===== src/rtl/hack_alu_seq.sv =====
// rtl/hack_alu_seq.sv - multi-cycle Hack ALU with multiply and shifts over valid/ready handshakes
module hack_alu_seq #(
  parameter int WIDTH = 16,
  parameter int SW    = $clog2(WIDTH)
) (
  input  logic             clk,
  input  logic             reset,
  input  logic             in_valid,
  output logic             in_ready,
  input  logic [WIDTH-1:0] x,
  input  logic [WIDTH-1:0] y,
  input  logic             zx,
  input  logic             nx,
  input  logic             zy,
  input  logic             ny,
  input  logic             f,
  input  logic             no,
  input  logic [1:0]       mode,
  output logic             out_valid,
  input  logic             out_ready,
  output logic [WIDTH-1:0] out,
  output logic             zr,
  output logic             ng,
  output logic             busy
);

  // The counter must be able to hold WIDTH itself (multiply step count).
  localparam int CW = $clog2(WIDTH + 1);

  typedef enum logic [1:0] {IDLE, RUN, DONE} state_t;

  state_t           state, state_nxt;
  logic [1:0]       mode_r;
  logic             no_r;
  logic [WIDTH-1:0] acc, mcand, mplier;
  logic [CW-1:0]    cnt;

  logic [WIDTH-1:0] xp, yp, hack_r, direct_r, direct_out, step_acc, run_out;
  logic [SW-1:0]    n;
  logic             accept, direct_done, last_step;

  assign in_ready  = (state == IDLE);
  assign out_valid = (state == DONE);
  assign busy      = (state == RUN);

  // Operand pre-processing, single-cycle results and handshake decode.
  always_comb begin
    xp          = zx ? (nx ? {WIDTH{1'b1}} : {WIDTH{1'b0}}) : (nx ? ~x : x);
    yp          = zy ? (ny ? {WIDTH{1'b1}} : {WIDTH{1'b0}}) : (ny ? ~y : y);
    hack_r      = f ? (xp + yp) : (xp & yp);
    n           = yp[SW-1:0];
    accept      = in_valid && (state == IDLE);
    // A zero-length shift finishes like a Hack op: the result is just xp.
    direct_done = (mode == 2'b00) || ((mode != 2'b01) && (n == '0));
    direct_r    = (mode == 2'b00) ? hack_r : xp;
    direct_out  = no ? ~direct_r : direct_r;
    last_step   = (state == RUN) && (cnt == CW'(1));
  end

  // One iteration of the sequential operation held in mode_r.
  always_comb begin
    step_acc = acc;
    case (mode_r)
      2'b01:   step_acc = mplier[0] ? (acc + mcand) : acc;
      2'b10:   step_acc = {acc[WIDTH-2:0], 1'b0};
      2'b11:   step_acc = {acc[WIDTH-1], acc[WIDTH-1:1]};
      default: step_acc = acc;
    endcase
    run_out = no_r ? ~step_acc : step_acc;
  end

  // State register.
  always_ff @(posedge clk) begin
    if (reset) state <= IDLE;
    else       state <= state_nxt;
  end

  // Next-state logic.
  always_comb begin
    state_nxt = state;
    case (state)
      IDLE:    if (accept) state_nxt = direct_done ? DONE : RUN;
      RUN:     if (last_step) state_nxt = DONE;
      DONE:    if (out_ready) state_nxt = IDLE;
      default: state_nxt = IDLE;
    endcase
  end

  // Datapath: operand capture, iteration and registered result/flags.
  always_ff @(posedge clk) begin
    if (reset) begin
      mode_r <= 2'b00;
      no_r   <= 1'b0;
      acc    <= '0;
      mcand  <= '0;
      mplier <= '0;
      cnt    <= '0;
      out    <= '0;
      zr     <= 1'b1;
      ng     <= 1'b0;
    end else if (accept) begin
      mode_r <= mode;
      no_r   <= no;
      mcand  <= xp;
      mplier <= yp;
      acc    <= (mode == 2'b01) ? '0 : xp;
      cnt    <= (mode == 2'b01) ? CW'(WIDTH) : CW'(n);
      if (direct_done) begin
        out <= direct_out;
        zr  <= (direct_out == '0);
        ng  <= direct_out[WIDTH-1];
      end
    end else if (state == RUN) begin
      acc    <= step_acc;
      mcand  <= {mcand[WIDTH-2:0], 1'b0};
      mplier <= {1'b0, mplier[WIDTH-1:1]};
      cnt    <= cnt - CW'(1);
      if (last_step) begin
        out <= run_out;
        zr  <= (run_out == '0);
        ng  <= run_out[WIDTH-1];
      end
    end
  end

endmodule


===== config.mk =====
export PLATFORM = sky130hd
export DESIGN_NAME = hack_alu_seq
export DESIGN_NICKNAME = d
export VERILOG_FILES = /design/src/rtl/hack_alu_seq.sv
export SDC_FILE = /design/constraint.sdc
export NUM_CORES = 1
export LEC_CHECK = 0
export CAP_MARGIN = 20
export CORE_MARGIN = 4
export CORE_UTILIZATION = 50
export DETAILED_ROUTE_END_ITERATION = 7
export HOLD_SLACK_MARGIN = 0.05
export PLACE_DENSITY = 0.71
export SLEW_MARGIN = 10
export SYNTH_ARGS = -nofsm -noshare
export SYNTH_HDL_FRONTEND = slang
export SYNTH_SLANG_ARGS = --single-unit

===== constraint.sdc =====
create_clock -name clk -period 5.2 [get_ports clk]
set_input_delay 1.04 -clock clk [delete_from_list [all_inputs] [get_ports clk]]
set_output_delay 1.04 -clock clk [all_outputs]
set_load 0.02 [all_outputs]

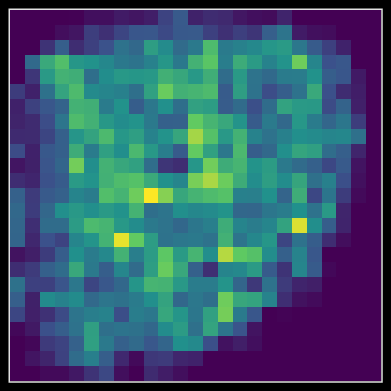
run_1/wire_density.png
Scale: 3 px per um. 25 x 25 tiles, from dark purple (low) to yellow (high), scaled to the fullest tile. Values are wire area over tile area, all layers added.
The fullest tile reaches 0.62. The mean over all tiles is 0.20. 25% of the tiles are over half the peak. The emptiest ninth of the die: south-east. 18% of the tiles are nearly empty.
DR WL/cell: 16.8 um
drt total wl: 18800 um
Vias: 6545
Total GRT Usage: 24.9%

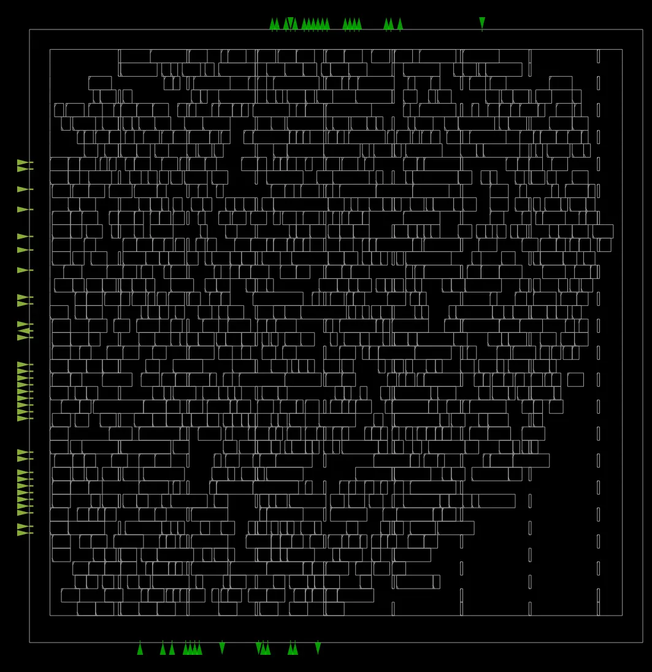
run_1/final_placement.png
n_taps: 176
Finished Layout Cells: 1120
sequential cells: 75
Seq area share: 19.1%

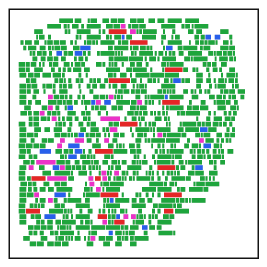
run_1/drive_strength.png
Scale: 2 px per um.
Key: magenta = drive 3 to 4 [cells 33, share 3.5%, most used buf_4]; red = drive 6 and up [cells 16, share 1.7%, most used clkbuf_16]; blue = drive 2 [cells 27, share 2.9%, most used mux2_2]; green = drive 1 or less [cells 868, share 92%, most used nand2_1]
fin area: 7870 sq um
P&R area growth vs syn: 17.6%
nonclk buf count: 93
Setup WS post-layout: 0.674 ns

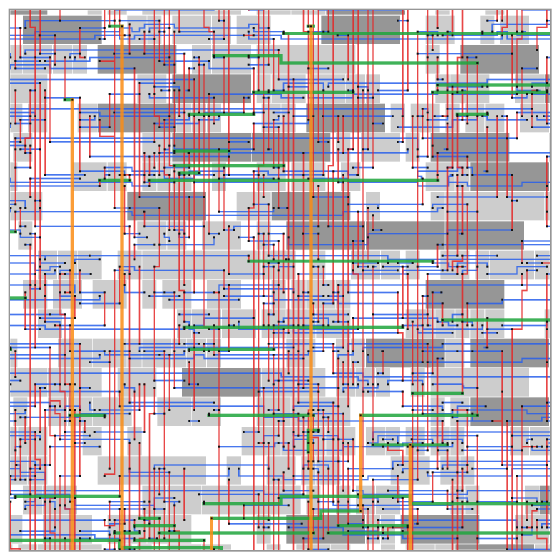
run_1/zoom.png
Region (37, 62) to (87, 112) um. Cells in gray, sequential cells in the stronger gray; small squares are vias.
Key: blue = met1; red = met2; orange = met4; green = met3
Sequential cells in the window: 23. Netlist names of flops here include `out` (10), `acc` (7), `mcand` (4). Most frequent: nand2_1 (34), nor2_1 (23), dfxtp_1 (23). 202 logic cells have their middle in the window.

==> results.txt, run 1 <==
fresh numbers from the pnr run: status finished clean, Crit. End Element flip-flop, die x size around 120 um, worst r2r src acc[0], worst r2r path cells 15, Critical Path Start Type primary input, share of cells above drive strength 1 approximately 8.1%, drt first-iter violations between 600 and 700, Seq share, synth ~22%, row count 42, fraction of area in multi-input gates between 60 and 70%, internal power roughly 1500 uW, met3 WL post-DR approximately 1100 um, Hold Path Sink out[5], number of instances in the placed design roughly 1100, Lkg Pwr roughly 0.0030 uW, DRC Markers 0, Setup-failing EPs final 0, total CTS buffers 9, Final GP Congestion roughly 0.94
-- run 1: state kept, by name (all words and copies together), names as in the netlist --
register	flops
acc	16
zr	1
state	2
mcand	16
out	16
cnt	5
mode_r	2
no_r	1
mplier	16
-- run 1: power groups by stage --
stage               Combinational [uW]  Clock, uW  Sequential, uW
global placement                   955          0             722
global route                      1080        675             722
floorplan                          688          0             719
finish                             978        645             714
CTS                                968        652             712
detailed placement                 960          0             724
-- run 1: worst max-delay path, cell delays in order --
cell	delay (ns)
clkdlybuf4s50_1	0.66
buf_12	0.22
xnor2_1	0.16
inv_1	0.09
ha_1	0.36
a21oi_1	0.22
nor4_1	0.06
nand3b_1	0.20
or3_1	0.35
o21ai_1	0.18
a21oi_2	0.10
mux2_2	0.31
a2111oi_2	0.35
nand3_1	0.12
o31ai_1	0.27
a41o_1	0.12
run_1/pdn.png
Scale: 4 px per um. Pins as bars on the die edge.
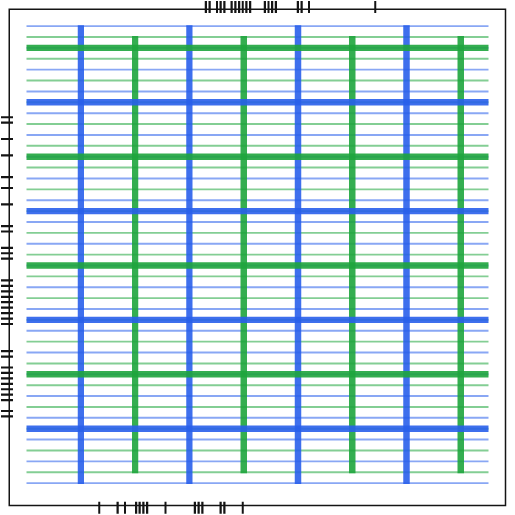

==> run 1 -> run 2 <==
--- a/config.mk
+++ b/config.mk
@@ -6,7 +6,6 @@
 export NUM_CORES = 1
 export LEC_CHECK = 0
 export CAP_MARGIN = 20
-export CORE_MARGIN = 4
 export CORE_UTILIZATION = 50
 export DETAILED_ROUTE_END_ITERATION = 7
 export HOLD_SLACK_MARGIN = 0.05
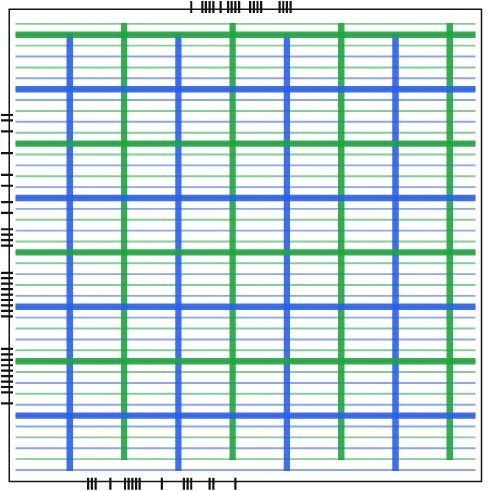
run_2/pdn.png
Scale: 4 px per um. Pins as bars on the die edge.
Key: blue = VSS; green = VDD
8 straps on met4. 42 met1 rails follow the rows. 65 signal pins sit on the boundary. The core has 41 rows.
CORE AREA: 12800 sq um
VDD IR max: 0.000148 V

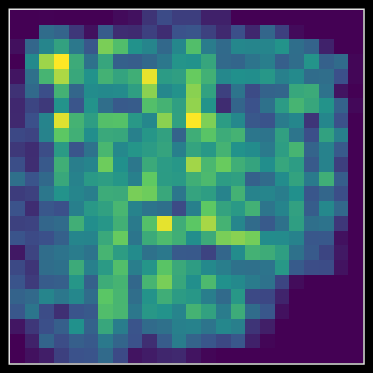
run_2/wire_density.png
Scale: 3 px per um. 24 x 24 tiles, from dark purple (low) to yellow (high), scaled to the fullest tile. Values are wire area over tile area, all layers added.
The fullest tile reaches 0.59. 14% of the tiles are nearly empty. The emptiest ninth of the die: south-east. The mean over all tiles is 0.22. The densest ninth of the die: center.

==> run 2 against run 1 <==
Non-clock buffer count is 4 higher. Flip-flop count unchanged. Highest routed layer unchanged. Critical path depth decreased by 1. Largest cell class unchanged. Largest power group unchanged. Critical path type unchanged. Hold slack gained 0.0028 ns.
==> results.txt, run 2 <==
fresh numbers from the pnr run: die x size 118 um (was 124 um), Comb power 990 uW (was 978 uW), Setup WS post-layout 0.536 ns (was 0.674 ns), P&R area growth vs syn 18.2% (was 17.6%), Top pwr grp combinational logic (unchanged), Vias 6495 (was 6545), Setup-failing EPs final 0 (unchanged), worst r2r src acc[0] (unchanged), critical path's slowest cell clkdlybuf4s50_1 (unchanged), status finished clean (unchanged), share of cells above drive strength 1 8.33% (was 8.05%), CP dominant cell by count xor2_1, row count 41 (was 42), Total GRT Usage 27.9% (was 24.9%), number of instances in the placed design 1104 (was 1103), Final GP Congestion 0.981 (was 0.945), critical-path cell list clkdlybuf4s50_1, buf_4, xor2_1, ha_1, a21o_1, a211oi_1, a211oi_2, xor2_1, a21boi_0, o21ai_0, or4_4, a2111oi_4, nand4_1, o31ai_1, a41o_1 (was clkdlybuf4s50_1, buf_12, xnor2_1, inv_1, ha_1, a21oi_1, nor4_1, nand3b_1, or3_1, o21ai_1, a21oi_2, mux2_2, a2111oi_2, nand3_1, o31ai_1, a41o_1), Clock net power 717 uW (was 645 uW), Lkg Pwr 0.00301 uW (was 0.00298 uW), worst r2r path cells 15 (unchanged), total CTS buffers 9 (unchanged), Crit path max-delay family AND-OR/OR-AND gates (unchanged)
-- run 2: logic make-up (layout without fill, tap and decap cells) --
| group | count (synthesis) | count (layout) | synth area share (%) |
|---|---|---|---|
| AND/OR/NAND/NOR | 330 | 330 | 23.4 |
| AND-OR/OR-AND | 259 | 259 | 25.4 |
| XOR/XNOR | 98 | 98 | 14.2 |
| buffers and inverters | 77 | 130 | 4.65 |
| flip-flops | 75 | 75 | 22.4 |
| adder cells (fa/ha/maj) | 34 | 34 | 6.47 |
| multiplexers | 22 | 22 | 3.38 |
-- run 2: cell type report --
class | count | area, sq um
Inverter | 17 | 63.8
Tap cell | 172 | 215
Sequential cell | 75 | 1500
Clock buffer | 11 | 243
Timing Repair Buffer | 97 | 903
Fill cell | 1214 | 4910
Clock inverter | 5 | 100
Multi-Input combinational cell | 743 | 4890
run_2/drive_strength.png
Scale: 2 px per um.
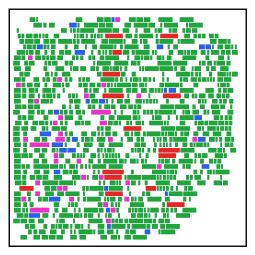

==> run 2 -> run 3 <==
--- a/config.mk
+++ b/config.mk
@@ -9,7 +9,7 @@
 export CORE_UTILIZATION = 50
 export DETAILED_ROUTE_END_ITERATION = 7
 export HOLD_SLACK_MARGIN = 0.05
-export PLACE_DENSITY = 0.71
+export PLACE_DENSITY = 0.74
 export SLEW_MARGIN = 10
 export SYNTH_ARGS = -nofsm -noshare
 export SYNTH_HDL_FRONTEND = slang
==> constraint.sdc (replaced) <==
create_clock -name clk -period 4.1 [get_ports clk]
set_input_delay 0.82 -clock clk [delete_from_list [all_inputs] [get_ports clk]]
set_output_delay 0.82 -clock clk [all_outputs]
set_load 0.02 [all_outputs]
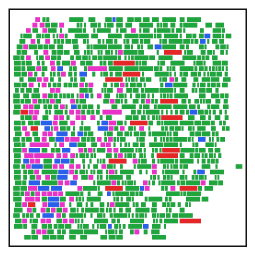
run_3/drive_strength.png
Scale: 2 px per um.
Key: magenta = drive 3 to 4 [cells 139, share 13%, most used buf_4]; red = drive 6 and up [cells 16, share 1.5%, most used clkbuf_16]; green = drive 1 or less [cells 852, share 81%, most used nand2_1]; blue = drive 2 [cells 39, share 3.7%, most used xnor2_2]
nonclk buf count: 195
P&R area growth vs syn: 31.2%

==> run 3 against run 2 <==
Synthesized area stayed put. Global-route usage up 0.13 points. Core utilization rose by 6.8 points. Final area is 11% higher. Via count is 6.7% higher. Total power increased by 37%. Critical path depth grew 1. Clock skew shrank 0.0028 ns. Synthesized cell count unchanged. Count of clock-buffer cells in the layout fell by 1.
==> results.txt, run 3 <==
fresh numbers from the pnr run: status finished clean (unchanged), Logic cell area 5000 sq um (was 4890 sq um), CORE AREA 12800 sq um (unchanged), Main logic family AND-OR/OR-AND gates (unchanged), critical-path cell list clkdlybuf4s50_1, buf_6, xor2_2, ha_1, a21o_1, a211oi_2, a211oi_2, buf_4, a21oi_2, xor2_1, a221oi_2, or4_4, a2111oi_4, nand4_1, o31ai_1, a41o_1 (was clkdlybuf4s50_1, buf_4, xor2_1, ha_1, a21o_1, a211oi_1, a211oi_2, xor2_1, a21boi_0, o21ai_0, or4_4, a2111oi_4, nand4_1, o31ai_1, a41o_1), largest class multi-input combinational cells (unchanged), n_taps 172 (unchanged), Vias 6930 (was 6495), Critical Path Start Type primary input (unchanged), VDD IR max 0.000202 V (was 0.000148 V), sequential cell area 1500 sq um (unchanged), fin area 8780 sq um (was 7910 sq um), share of cells above drive strength 1 18.5% (was 8.33%), total CTS buffers 9 (unchanged), Total GRT Usage 28.0% (was 27.9%), Finished Layout Cells 1218 (was 1120), sequential cells 75 (unchanged), Setup WS post-layout 0.110 ns (was 0.536 ns), die x size 118 um (unchanged), row count 41 (unchanged), drt total wl 19400 um (was 18800 um), Fillers 1066 (was 1214), DR WL/cell 16.0 um (was 16.8 um), clkbuf count 10 (was 11), fraction of area in multi-input gates 56.9% (was 61.8%), Crit path max-delay family AND-OR/OR-AND gates (unchanged), xor+xnor area frac 14.2% (unchanged), met3 WL post-DR 893 um (was 828 um), slowest cell delay on critical path 0.53 ns (was 0.61 ns), critical path's slowest cell or4_4 (was clkdlybuf4s50_1), yosys adder share 6.47% (unchanged), Final GP Congestion 0.916 (was 0.981), DRC Markers 0 (unchanged), CP dominant cell by count a211oi_2 (was xor2_1), multi-input gates 743 (unchanged), simple share 23.4% (unchanged), Clock-cell share 4.17% (was 4.33%), Lkg Pwr 0.00358 uW (was 0.00301 uW), number of instances in the placed design 1198 (was 1104), Seq area share 17.1% (was 19.0%), mux frac, synth 3.38% (unchanged), CP bufs+invs 3 (was 2), drt first-iter violations 574 (was 648), Crit. End Element flip-flop (unchanged), Compound Share, Synth 25.4% (unchanged), NonClk Buf Share 18.7% (was 11.4%)
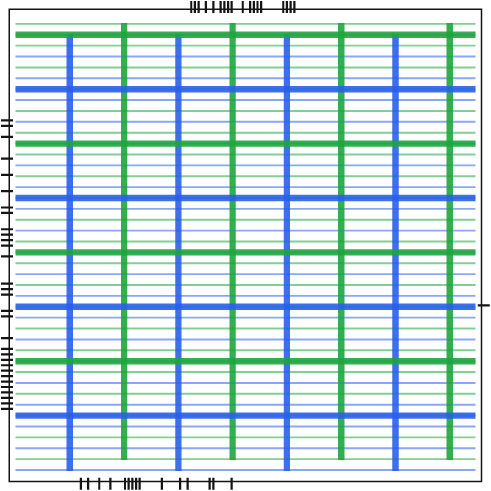
run_3/pdn.png
Scale: 4 px per um. Pins as bars on the die edge.
Key: green = VDD; blue = VSS
42 met1 rails follow the rows. The core has 41 rows.

-- run 3: cell counts after synthesis --
Identical to the previous run, type by type.
-- run 3: worst paths after layout --
| path | startpoint | to | cells after the start |
|---|---|---|---|
| worst min-delay path | out[11] | out[11] | 2 |
| worst max-delay path | ny | zr | 16 |
| worst min register to register | out[11] | out[11] | 2 |
| worst max register to register | acc[0] | zr | 14 |
-- run 3: report_power, final --
group	leakage (uW)	total, uW	switching (uW)	internal, uW
Combinational	0.00279	1440	771	667
Sequential	0.000616	897	79.8	817
Clock	0.000177	967	309	658
Total	0.00358	3300	1160	2140
-- run 3: what timing repair did --
item	in CTS	in global routing
setup buffers	1	3
resized	0	28
pin swaps	1	12
setup endpoints to repair	1	5
No activity file was given, so power comes from the tool's default toggle rates.
